<file path="src/rtl/bounce_sprite_overlay.sv">
// Bouncing sprite overlay: draws a ROM-backed sprite over a background fill and moves it
// diagonally once per divided frame, clamping and reflecting at the screen edges.
module bounce_sprite_overlay #(
    parameter int          H_RES     = 640,
    parameter int          V_RES     = 480,
    parameter int          SPR_W     = 100,
    parameter int          SPR_H     = 125,
    parameter int          ADDR_W    = 14,
    parameter int          STEP      = 1,
    parameter int          X0        = 430,
    parameter int          Y0        = 50,
    parameter bit          TRANSP_EN = 1'b1,
    parameter logic [11:0] KEY_COLOR = 12'h0F0
) (
    input  logic              pclk,
    input  logic              rst,
    input  logic              valid_i,
    input  logic [9:0]        h_cnt_i,
    input  logic [9:0]        v_cnt_i,
    input  logic              enable_i,
    input  logic [7:0]        frame_div_i,
    input  logic [23:0]       bg_color_i,
    output logic [ADDR_W-1:0] rom_addr_o,
    input  logic [11:0]       rom_data_i,
    output logic [23:0]       vga_data_o,
    output logic [9:0]        pos_x_o,
    output logic [9:0]        pos_y_o,
    output logic              dir_x_o,
    output logic              dir_y_o,
    output logic              bounce_o,
    output logic              corner_o
);

    localparam logic [9:0]  MAXX    = 10'(H_RES - SPR_W);
    localparam logic [9:0]  MAXY    = 10'(V_RES - SPR_H);
    localparam logic [9:0]  STEP10  = 10'(STEP);
    localparam logic [10:0] STEP11  = 11'(STEP);
    localparam logic [10:0] SPR_W11 = 11'(SPR_W);
    localparam logic [10:0] SPR_H11 = 11'(SPR_H);

    logic [9:0]        pos_x_q, pos_x_d;
    logic [9:0]        pos_y_q, pos_y_d;
    logic              dir_x_q, dir_x_d;
    logic              dir_y_q, dir_y_d;
    logic [7:0]        fcnt_q, fcnt_d;
    logic              bounce_q, bounce_d;
    logic              corner_q, corner_d;
    logic [ADDR_W-1:0] rom_addr_q, rom_addr_d;
    logic              valid_q, hit_q;
    logic [23:0]       vga_data_q, vga_data_d;

    logic [10:0] h_w, v_w, px_w, py_w, dx_w, dy_w;
    logic        hit;
    logic        tick, step_en;
    logic [7:0]  div_last;
    logic        refl_x, refl_y;
    logic [11:0] x_next, y_next;
    logic [23:0] rgb888;
    logic        key_hit;

    // Result packed as {reflect, dir_next, pos_next}; 11-bit compares keep pos+STEP from wrapping.
    function automatic logic [11:0] axis_step(input logic [9:0] pos, input logic dir,
                                              input logic [9:0] lim);
        logic [11:0] res;
        logic [10:0] p;
        p = {1'b0, pos};
        if (!dir) begin
            if (p + STEP11 >= {1'b0, lim})
                res = {1'b1, 1'b1, lim};
            else
                res = {1'b0, 1'b0, pos + STEP10};
        end else begin
            if (p <= STEP11)
                res = {1'b1, 1'b0, 10'd0};
            else
                res = {1'b0, 1'b1, pos - STEP10};
        end
        return res;
    endfunction

    assign h_w  = {1'b0, h_cnt_i};
    assign v_w  = {1'b0, v_cnt_i};
    assign px_w = {1'b0, pos_x_q};
    assign py_w = {1'b0, pos_y_q};
    assign dx_w = h_w - px_w;
    assign dy_w = v_w - py_w;

    assign hit = valid_i
               && (h_w >= px_w) && (h_w < px_w + SPR_W11)
               && (v_w >= py_w) && (v_w < py_w + SPR_H11);

    // Row-major address straight from the counters, so blanking layout never skews it.
    assign rom_addr_d = hit ? ADDR_W'({11'd0, dy_w} * 22'(SPR_W) + {11'd0, dx_w}) : '0;

    assign tick     = (h_cnt_i == 10'd0) && (v_cnt_i == 10'(V_RES));
    assign div_last = (frame_div_i == 8'd0) ? 8'd0 : frame_div_i - 8'd1;
    assign step_en  = tick && enable_i && (fcnt_q >= div_last);

    assign x_next = axis_step(pos_x_q, dir_x_q, MAXX);
    assign y_next = axis_step(pos_y_q, dir_y_q, MAXY);

    always_comb begin
        pos_x_d  = pos_x_q;
        pos_y_d  = pos_y_q;
        dir_x_d  = dir_x_q;
        dir_y_d  = dir_y_q;
        refl_x   = 1'b0;
        refl_y   = 1'b0;
        fcnt_d   = fcnt_q;
        if (tick && enable_i) begin
            if (step_en) begin
                fcnt_d  = 8'd0;
                pos_x_d = x_next[9:0];
                dir_x_d = x_next[10];
                refl_x  = x_next[11];
                pos_y_d = y_next[9:0];
                dir_y_d = y_next[10];
                refl_y  = y_next[11];
            end else begin
                fcnt_d = fcnt_q + 8'd1;
            end
        end
        bounce_d = refl_x | refl_y;
        corner_d = refl_x & refl_y;
    end

    // Stage 2 works on rom_data_i, which belongs to the address registered last cycle.
    assign rgb888  = {rom_data_i[11:8], rom_data_i[11:8],
                      rom_data_i[7:4],  rom_data_i[7:4],
                      rom_data_i[3:0],  rom_data_i[3:0]};
    assign key_hit = TRANSP_EN && (rom_data_i == KEY_COLOR);

    always_comb begin
        vga_data_d = 24'h000000;
        if (valid_q) begin
            if (!hit_q || key_hit)
                vga_data_d = bg_color_i;
            else
                vga_data_d = rgb888;
        end
    end

    always_ff @(posedge pclk) begin
        if (rst) begin
            pos_x_q    <= 10'(X0);
            pos_y_q    <= 10'(Y0);
            dir_x_q    <= 1'b0;
            dir_y_q    <= 1'b0;
            fcnt_q     <= 8'd0;
            bounce_q   <= 1'b0;
            corner_q   <= 1'b0;
            rom_addr_q <= '0;
            valid_q    <= 1'b0;
            hit_q      <= 1'b0;
            vga_data_q <= 24'h000000;
        end else begin
            pos_x_q    <= pos_x_d;
            pos_y_q    <= pos_y_d;
            dir_x_q    <= dir_x_d;
            dir_y_q    <= dir_y_d;
            fcnt_q     <= fcnt_d;
            bounce_q   <= bounce_d;
            corner_q   <= corner_d;
            rom_addr_q <= rom_addr_d;
            valid_q    <= valid_i;
            hit_q      <= hit;
            vga_data_q <= vga_data_d;
        end
    end

    assign rom_addr_o = rom_addr_q;
    assign vga_data_o = vga_data_q;
    assign pos_x_o    = pos_x_q;
    assign pos_y_o    = pos_y_q;
    assign dir_x_o    = dir_x_q;
    assign dir_y_o    = dir_y_q;
    assign bounce_o   = bounce_q;
    assign corner_o   = corner_q;

endmodule

</file>
<file path="config.mk">
export PLATFORM = sky130hd
export DESIGN_NAME = bounce_sprite_overlay
export DESIGN_NICKNAME = d
export VERILOG_FILES = /design/src/rtl/bounce_sprite_overlay.sv
export SDC_FILE = /design/constraint.sdc
export NUM_CORES = 1
export LEC_CHECK = 0
export ABC_AREA = 0
export ABC_CLOCK_PERIOD_IN_PS = 6100
export CAP_MARGIN = 40
export CORE_MARGIN = 1.5
export CORE_UTILIZATION = 45
export CTS_BUF_LIST = sky130_fd_sc_hd__clkbuf_4
export CTS_CLUSTER_SIZE = 10
export DETAILED_ROUTE_END_ITERATION = 12
export GPL_ROUTABILITY_DRIVEN = 1
export PLACE_DENSITY_LB_ADDON = 0.08
export SLEW_MARGIN = 20
export SYNTH_ARGS = -nofsm -noshare
export SYNTH_HDL_FRONTEND = slang
export SYNTH_SLANG_ARGS = --single-unit
export TNS_END_PERCENT = 20
</file>
<file path="constraint.sdc">
create_clock -name pclk -period 6.1 [get_ports pclk]
set_input_delay 1.83 -clock pclk [delete_from_list [all_inputs] [get_ports pclk]]
set_output_delay 1.83 -clock pclk [all_outputs]
set_load 0.01 [all_outputs]
</file>
ff_map.png
Other sequential cells in the stronger gray, the rest of the logic in the fainter gray.
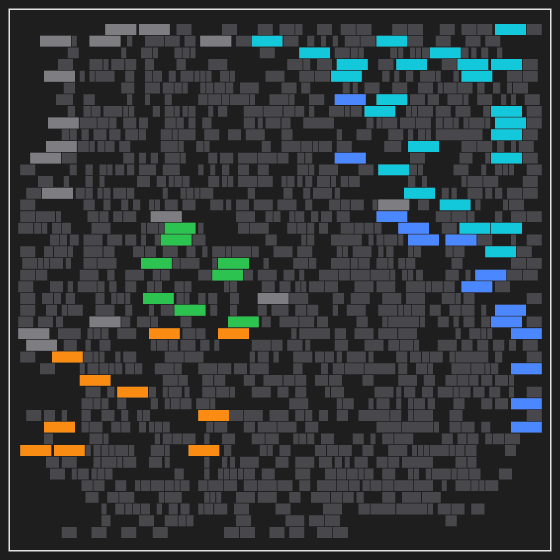
legend:
  blue:
    name_in_the_netlist: rom_addr_o
    sequential_cells: 14
    where: east
  cyan:
    name_in_the_netlist: vga_data_o
    sequential_cells: 24
    where: north-east
  orange:
    name_in_the_netlist: pos_y_o
    sequential_cells: 10
    where: south-west
  green:
    name_in_the_netlist: fcnt_q
    sequential_cells: 8

gates.png
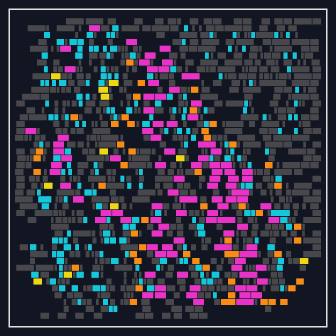
legend:
  yellow:
    family: mux cells
    cells: 11
  orange:
    family: xor and xnor cells
    cells: 50
  cyan:
    family: aoi and oai cells
    cells: 178
    where: spread over the die
  magenta:
    family: fa/ha/maj cells
    cells: 98

class_map.png
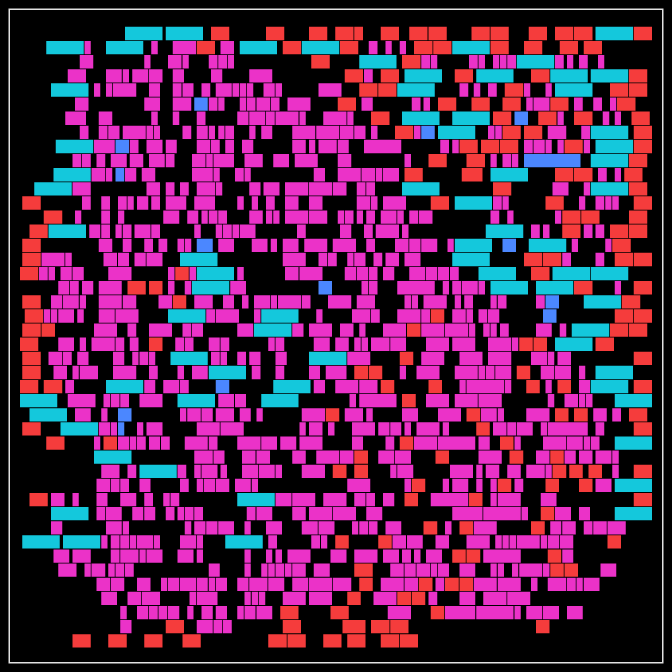
legend:
  red:
    class: remaining buffers and delay cells
    cells: 192
    share_of_their_area: 21%
  magenta:
    class: remaining logic cells
    cells: 760
    share_of_their_area: 61%
  blue:
    class: clock drivers and dummy loads
    cells: 14
    share_of_their_area: 1.4%
  cyan:
    class: sequential cells
    cells: 72
    share_of_their_area: 17%

clock_wires.png
Bar = 50 um.
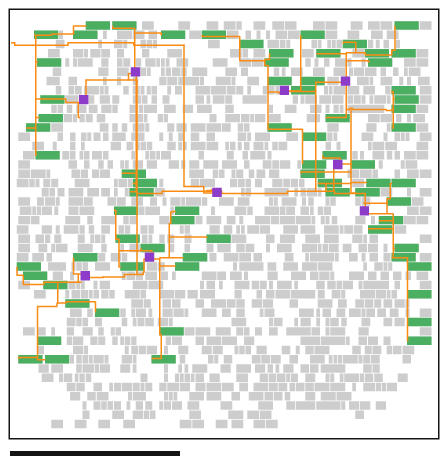
legend:
  purple:
    item: clock-net drivers
    count: 9
  green:
    item: flip-flops
    count: 72
  orange:
    item: clock wires
    length: 1030 um
flops lie: spread over the die

==> results.toml <==
# generated from flow reports
[logic_synthesis]
yosys-top-cells-count = "ha_1, nand2_1, nor2_1"
compound_area_share_pct = 23.43
syn_avg_cell_area_um2 = 7.779
yosysWarnings = 0
ys_types = 77

[power]
power.group.top = "combinational logic"
p_sw_uw = 597.0
clkPwrFrac_pct = 17.1
seq_power_share_pct = 28.2
power.total_uw = 1713

[status]
outcome = "complete, no violations"

[final_layout]
logic_gate_count = 693
buf_share_pct = 20.11
instances_no_fill = 1222
top_area_cell_class = "logic gates"
nNonClkInverters = 67
design.seq.count = 72
clkbuf_count = 10
n_all_buffers = 192
comb_area_um2 = 4966

[clock_tree]
cts_setup_buffers = 0
clock-sinks = 72
insertion_delay_ps = 450

[timing]
rsz0062_at_grt = "no"
setup_viol = 0

[worst_setup_path]
crit_slowest_cell = "fa_1"
cp_max_fo = 4
reg2reg_from = "pos_y_o[1]$_SDFFE_PP1P_"
cp.buffers_inverters = 3
crit_end = "rom_addr_o[13]$_SDFF_PP0_"
path_cells = "clkdlybuf4s50_1, ha_1, o21a_1, o31a_1, o21a_1, nor2_2, xnor2_1, ha_1, ha_1, inv_1, fa_1, inv_1, ha_1, nor3_2, nor2_1, ha_1, nand2_1, o31ai_4, and3_1, nand3_1, mux2i_1"

[floorplanning]
nWellTaps = 184
initial_utilization_pct = 46.34

[detailed_routing]
routed-wl-met3_um = 878
m1WireLength_mm = 8.997

[grt]
grt_pass1_vias = 6440

[placed_design]
hpwlAfterDp_mm = 15.11

[hold_path]
hold_depth = 2
